Design unpack_s3_byte_seq_flat, sky130hd; sources not shown.
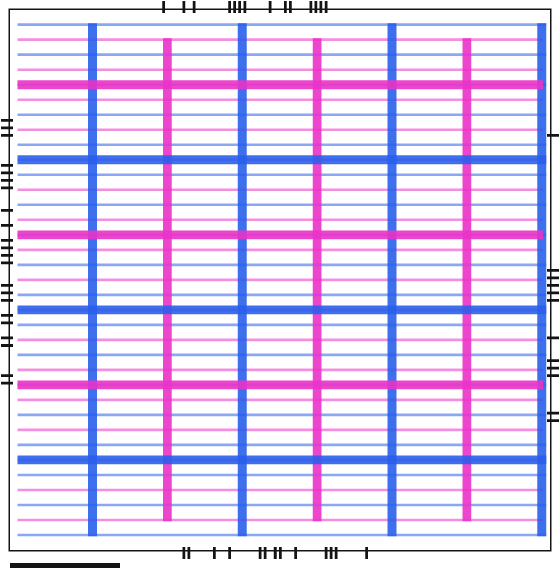
Run 1: floorplan with the power grid
Scale bar: 20 um. Pins as bars on the die edge.
Key: VDD = magenta; VSS = blue
7 straps on met4. 61 signal pins sit on the boundary. 35 met1 rails follow the rows. 6 straps on met5.
die height: 97.9 um
Peak VDD IR: 0.000508 V
chip width: 97.9 um
area of the core: 0.00881 mm^2

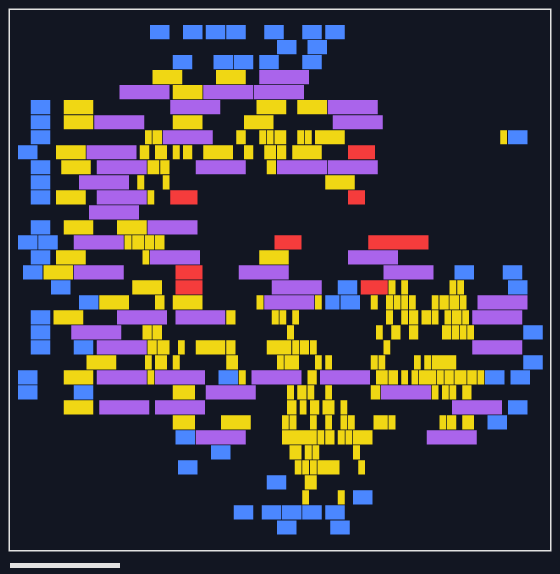
Run 1: placement by cell class
Scale bar: 20 um.
Key: other buffers and delay cells = blue [cells 61]; flops = purple [cells 44]; clock drivers and dummy loads = red [cells 8]; combinational and other logic = yellow [cells 175]
Util after Layout: 35.4%
standard-cell row count: 34

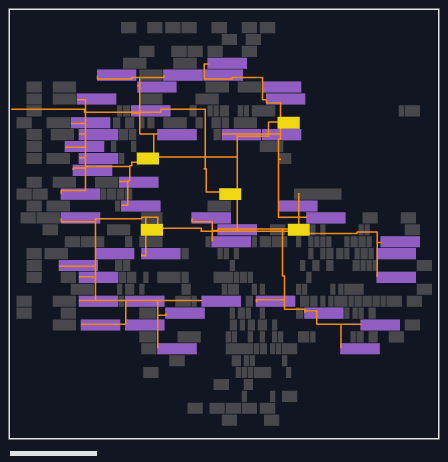
Run 1: clock wires, drivers and flops
Scale bar: 20 um.
Key: clock drivers = yellow [count 5]; clock wires = orange [length 598 um]; flip-flops = purple [count 44]
There are 6 routed clock nets.
power of the clock network: 0.345 mW
worst-skew pair later-pin latency: 0.30 ns
clock network fraction of design power: 17.5%

==> ds_physical_params.txt, run 1 <==
Physical design parameters

Parameter                              Value

Critical path
  Worst Setup End Kind    output pin
  Biggest fanout along the worst timing path    12
  Critical path depth    4
  Critical Path, Cell by Cell    inv_1 -> o21ai_0 -> o22ai_1 -> clkdlybuf4s50_1
  Slowest cell on the critical path    sky130_fd_sc_hd__clkdlybuf4s50_1
  Buffers & Inverters on Critical Path    2
  Setup crit start kind    flop

Floorplanning
  Fp util    26.1%

Clocking
  Hold buffer count at cts    0
  CTS Buffer Depth    2
  Clock tree from TritonCTS    done
  H-tree levels    2
  Num Clock Sinks    44
  Post-cts resize count    0

Global route
  Number of antenna violations at the first check in global routing    0
  Routing usage on met2    17.5%
  Congestion Overflow GR    0
  Met3 routing resource usage after global routing    3.36%
  Most crowded layer after global routing    met2
  Via count of the first global-routing pass    1739
  Pin count of the biggest net entering global routing    45

Cells and area
  Area grow syn2layout    35.5%
  Antenna diodes    0
  Most instantiated logic cells after routing    sky130_fd_sc_hd__clkdlybuf4s50_1 (60), sky130_fd_sc_hd__dfrtp_1 (44), sky130_fd_sc_hd__nand2_1 (35)
  Number of standard cells in the final layout excluding fillers    396
  Post-layout net count    327
  Share of post-route cells with drive strength above 1    16.7%

Synth
  Top-area cell type share of the netlist area    47.9%
  Yosys-reported design area after synthesis    0.00230 mm^2
  Count of synthesis-stage warnings from yosys    0
  Fraction of registers with async set/reset    100%
  Most instantiated library cell after synthesis    sky130_fd_sc_hd__dfrtp_1
  Share of synthesized area occupied by flip-flops and latches    47.9%
  Cell count after synthesis    226
  Post-Synthesis Cell Area    0.00230 mm^2
  Largest cells by area after synthesis    sky130_fd_sc_hd__dfrtp_1 (48%), sky130_fd_sc_hd__mux2_4 (20%), sky130_fd_sc_hd__nand2_1 (5.7%)
  Top FF cell, synth    sky130_fd_sc_hd__dfrtp_1
  Synth Area per Inst    10.2 um^2
  Flip-flop and latch count after synthesis    44
  Syn Nets    266
  Count of instantiated cells in the yosys netlist    226

Timing
  Final min period    3.12 ns
  Setup slack after layout    1.08 ns
  Final critical-path share of the clock period    74.2%
  Max transition margin    39.3%
  Final setup violation count    0
  Worst Hold Slack    0.465 ns
  Maximum frequency from static timing analysis    321 MHz
  Number of max-slew violations in the final report    0

Placed design
  Setup slack after placement    1.42 ns
  Placed wire-length estimate after detailed placement    3680 um
  Number of placed instances, taps included    388
  IO Port Bufs    60

Pwr
  Pleak    1.45 nW

Route
  Vias post-DR    1755
  Final WL    5060 um
  Number of search-and-repair iterations in the first detailed-routing pass    7
  DRT iter0 DRCs    95
  Detailed route wirelength on metal3    261 um
  Routed met1 length    2470 um
  Vias per cell    4.43
  Number of remaining DRC errors    4

Hold path
  Hold Path Cell Cnt    1

Outcome
  Violated checks    design-rule violations
  Result of the run    complete, but fails checks
==> run 1: kinds of logic (layout without fill, tap and decap cells) <==
family | count (synthesis) | after routing | synth area share, %
compound gates | 34 | 34 | 7.95
mux | 32 | 32 | 20.6
buf+inv | 25 | 87 | 5.06
simple gates | 88 | 88 | 17.0
xor+xnor | 1 | 1 | 0.381
fa+ha+maj | 2 | 2 | 1.09
flops | 44 | 44 | 47.9
==> run 1: layout make-up <==
cell class                 instances  area, um^2
fill                             863        5690
sequential                        44        1100
multi-input combinational        157        1080
timing repair buffer              61         608
tap                              108         135
clock buffer                       6        82.6
inverter                          18        67.6
clock inverter                     2        38.8
==> run 1: where the power goes <==
part	switching, mW	internal, mW
registers	0.106	0.591
logic	0.500	0.432
clock network	0.150	0.195
Run 1, placement view:
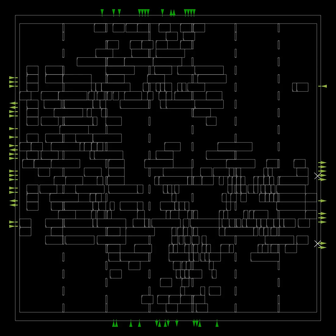

==> run 2, diff against run 1 <==
clock period = 2.58 ns   (was 4.2 ns; I/O delays follow)
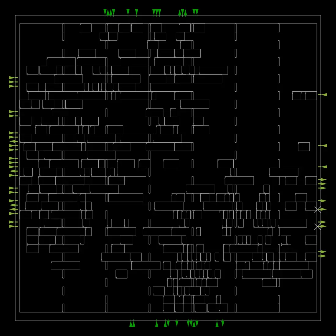
Run 2: placement view
count of filler cells inserted in the layout: 898
number of well taps: 108
sequential share of cell area: 35.2%
sequential cell count: 44
Util after Layout: 35.5%

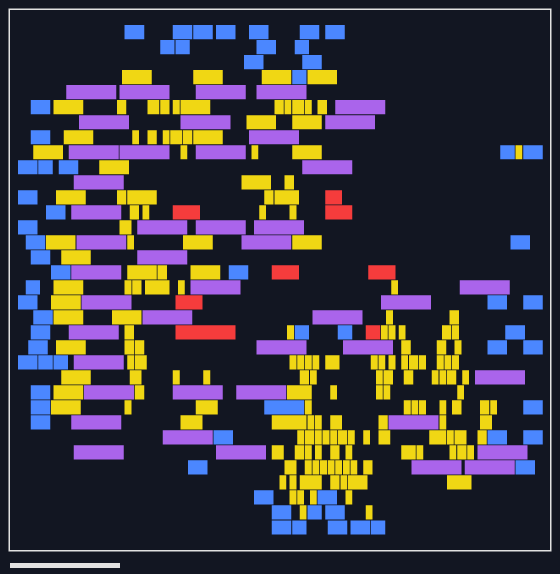
Run 2: placement by cell class
Scale bar: 20 um.
Key: combinational and other logic = yellow [cells 175]; clock drivers and dummy loads = red [cells 8]; flops = purple [cells 44]; other buffers and delay cells = blue [cells 64]
Non-Filler Cell Area, Final: 0.00313 mm^2

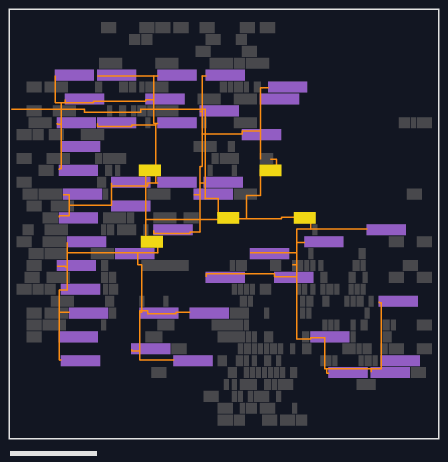
Run 2: clock wires, drivers and flops
Scale bar: 20 um.
power of the clock network: 0.544 mW
worst-skew pair later-pin latency: 0.29 ns
clock network fraction of design power: 17.1%

==> ds_physical_params.txt, run 2 <==
Physical design parameters

Parameter                              Value

Global route
  Most crowded layer after global routing    met2 (unchanged)
  Via count of the first global-routing pass    1841 (was 1739)
  Congestion Overflow GR    0 (unchanged)
  Number of antenna violations at the first check in global routing    0 (unchanged)
  Total track usage    11.4% (was 11.0%)
  Pin count of the biggest net entering global routing    45 (unchanged)
  Met1 track utilization from global routing    15.0% (was 14.8%)
  Met3 routing resource usage after global routing    2.43% (was 3.36%)
  Wire length of the first global-routing pass    8780 um (was 8400 um)
  Routing usage on met2    19.4% (was 17.5%)

Synth
  Synthesized-area fraction occupied by adder cells    1.09% (unchanged)
  Count of synthesis-stage warnings from yosys    0 (unchanged)
  Fraction of registers with async set/reset    100% (unchanged)
  Yosys-reported design area after synthesis    0.00230 mm^2 (unchanged)
  Proportion of synthesized area in mux cells    20.6% (unchanged)
  Syn Nets    266 (unchanged)
  Cell count after synthesis    226 (unchanged)
  Post-Synth XOR/XNOR Area    0.381% (unchanged)
  Compound-gate portion of the synthesized area    7.95% (unchanged)
  Flip-flop and latch count after synthesis    44 (unchanged)
  Count of instantiated cells in the yosys netlist    226 (unchanged)
  Share of synthesized area occupied by flip-flops and latches    47.9% (unchanged)
  Cell accounting for the most synthesized area    sky130_fd_sc_hd__dfrtp_1 (unchanged)
  Most instantiated library cell after synthesis    sky130_fd_sc_hd__dfrtp_1 (unchanged)
  Largest cells by area after synthesis    sky130_fd_sc_hd__dfrtp_1 (48%), sky130_fd_sc_hd__mux2_4 (20%), sky130_fd_sc_hd__nand2_1 (5.7%) (unchanged)
  Synth Area in Simple Gates    17.0% (unchanged)
  Synth Area per Inst    10.2 um^2 (unchanged)
  Top comb family, area    multiplexers (unchanged)
  List of most frequent post-synthesis cells    sky130_fd_sc_hd__dfrtp_1 (44), sky130_fd_sc_hd__nand2_1 (35), sky130_fd_sc_hd__nor2_1 (32), sky130_fd_sc_hd__mux2_4 (30), sky130_fd_sc_hd__o21ai_0 (22) (unchanged)
  Top-area cell type share of the netlist area    47.9% (unchanged)
  Top FF cell, synth    sky130_fd_sc_hd__dfrtp_1 (unchanged)
  Post-Synthesis Cell Area    0.00230 mm^2 (unchanged)
  Cell Type Count    25 (unchanged)

Pwr
  Net switching component of the power    1.24 mW (was 0.756 mW)
  Pwr/cell area    1020 mW/mm^2 (was 634 mW/mm^2)
  Pleak    1.48 nW (was 1.45 nW)
  Peak VDD IR    0.000615 V (was 0.000508 V)
  Share of power burned in registers    35.6% (was 35.3%)
  Sw Share    39.1% (was 38.3%)
  Internal power    1.94 mW (was 1.22 mW)
  Relative contribution of combinational cells to total power    47.2% (about the same)

Hold path
  Type of the worst min-delay path    reg -> reg (unchanged)
  Hold Path Cell Cnt    1 (unchanged)

Route
  Routed wire per std cell    13.3 um (was 12.8 um)
  Antenna Nets Post-Route    0 (unchanged)
  Number of search-and-repair iterations in the first detailed-routing pass    9 (was 7)
  Total met2 wirelength after detailed routing    2540 um (was 2290 um)
  Number of remaining DRC errors    4 (unchanged)
  Vias post-DR    1749 (was 1755)
  Detailed route wirelength on metal3    215 um (was 261 um)
  Final WL    5300 um (was 5060 um)
  Vias per cell    4.38 (was 4.43)
  Highest routing layer actually used    met4 (unchanged)
  Routed met1 length    2520 um (was 2470 um)
  DRT iter0 DRCs    68 (was 95)

Critical path
  Slowest cell on the critical path    sky130_fd_sc_hd__clkdlybuf4s50_1 (unchanged)
  Classification of the worst setup path    reg -> out (unchanged)
  Data required time at the worst endpoint    2.01 ns (was 3.31 ns)
  Worst Setup End Kind    output pin (unchanged)
  Worst setup slack for register-to-register paths    0.99 ns (was 2.34 ns)
  Setup crit start kind    flop (unchanged)
  Buffers & Inverters on Critical Path    2 (unchanged)
  Register-to-Register Path Depth    8 (was 4)
  Critical path depth    3 (was 4)
  Critical Path, Cell by Cell    inv_1 -> nor2_4 -> clkdlybuf4s50_1 (was inv_1 -> o21ai_0 -> o22ai_1 -> clkdlybuf4s50_1)
  Slowest cell delay on critical path    0.82 ns (was 0.85 ns)
  Crit path DAT    1.85 ns (was 2.23 ns)
  Biggest fanout along the worst timing path    5 (was 12)

Clocking
  Clock-pin slew reported for the worst setup and hold paths after clock tree synthesis    0.08 ns (was 0.09 ns)
  H-tree levels    2 (unchanged)
  Root buffer selected by CTS    sky130_fd_sc_hd__clkbuf_8 (unchanged)
  Hold buffer count at cts    0 (unchanged)
  Num Clock Sinks    44 (unchanged)
  Clock tree from TritonCTS    done (unchanged)
  Post-cts resize count    0 (unchanged)
  CTS Buffer Depth    2 (unchanged)
  Setup bufs post-CTS    0 (unchanged)

Placed design
  Placed wire-length estimate after detailed placement    3770 um (was 3680 um)
  Placed Area    0.00301 mm^2 (was 0.00299 mm^2)
  Routability cong.    0.885 (was 0.794)
  IO Port Bufs    60 (unchanged)
  Setup slack after placement    0.489 ns (was 1.42 ns)
  Number of placed instances, taps included    391 (was 388)

Floorplanning
  Chip width    97.9 um (unchanged)
  Area of the core    0.00881 mm^2 (unchanged)
  Standard-cell row count    34 (unchanged)
  Die height    97.9 um (unchanged)
  Top-level I/O count    61 (unchanged)
  Fp util    26.1% (unchanged)

Cells and area
  Area grow syn2layout    36.1% (was 35.5%)
  Most used logic cell in the final layout    sky130_fd_sc_hd__clkdlybuf4s50_1 (unchanged)
  Flip-flop count of the largest register after layout    32 (unchanged)
  Share of post-route cells with drive strength above 1    22.0% (was 16.7%)
  Antenna diodes    0 (unchanged)
  Most instantiated logic cells after routing    sky130_fd_sc_hd__clkdlybuf4s50_1 (49), sky130_fd_sc_hd__dfrtp_1 (44), sky130_fd_sc_hd__nand2_1 (35) (was sky130_fd_sc_hd__clkdlybuf4s50_1 (60), sky130_fd_sc_hd__dfrtp_1 (44), sky130_fd_sc_hd__nand2_1 (35))
  Number of standard cells in the final layout excluding fillers    399 (was 396)
  Post-layout net count    330 (was 327)

Timing
  Final critical-path share of the clock period    93.5%
  Number of max-slew violations in the final report    0 (unchanged)
  Max transition margin    61.4% (was 39.3%)
  Setup slack after layout    0.168 ns (was 1.08 ns)
  Maximum frequency from static timing analysis    415 MHz
  Final setup violation count    0 (unchanged)
  Endpoints failing hold    0 (unchanged)
  Worst Hold Slack    0.462 ns (was 0.465 ns)
  Final min period    2.41 ns
  Post-route setup TNS    0 ns (unchanged)
  RSZ-0062 raised after global routing    no (unchanged)

Outcome
  Violated checks    design-rule violations (unchanged)
  Result of the run    complete, but fails checks (unchanged)

Run
  Number of max-cap violations    0 (unchanged)
run 2: power by group through the flow:
| stage | logic [mW] | clock network, mW | registers [mW] |
|---|---|---|---|
| floorplan | 1.13 | 0 | 1.12 |
| global placement | 1.50 | 0 | 1.14 |
| detailed placement | 1.52 | 0 | 1.14 |
| CTS | 1.52 | 0.566 | 1.13 |
| global route | 1.60 | 0.586 | 1.18 |
| finish | 1.50 | 0.544 | 1.13 |
run 2: layout make-up:
cell class	count	area [um^2]
Clock buffer	5	68.8
Sequential cell	44	1100
Tap cell	108	135
Multi-Input combinational cell	157	1090
Fill cell	898	5680
Clock inverter	3	46.3
Timing Repair Buffer	64	616
Inverter	18	67.6
Power and IR drop assume default switching activity.
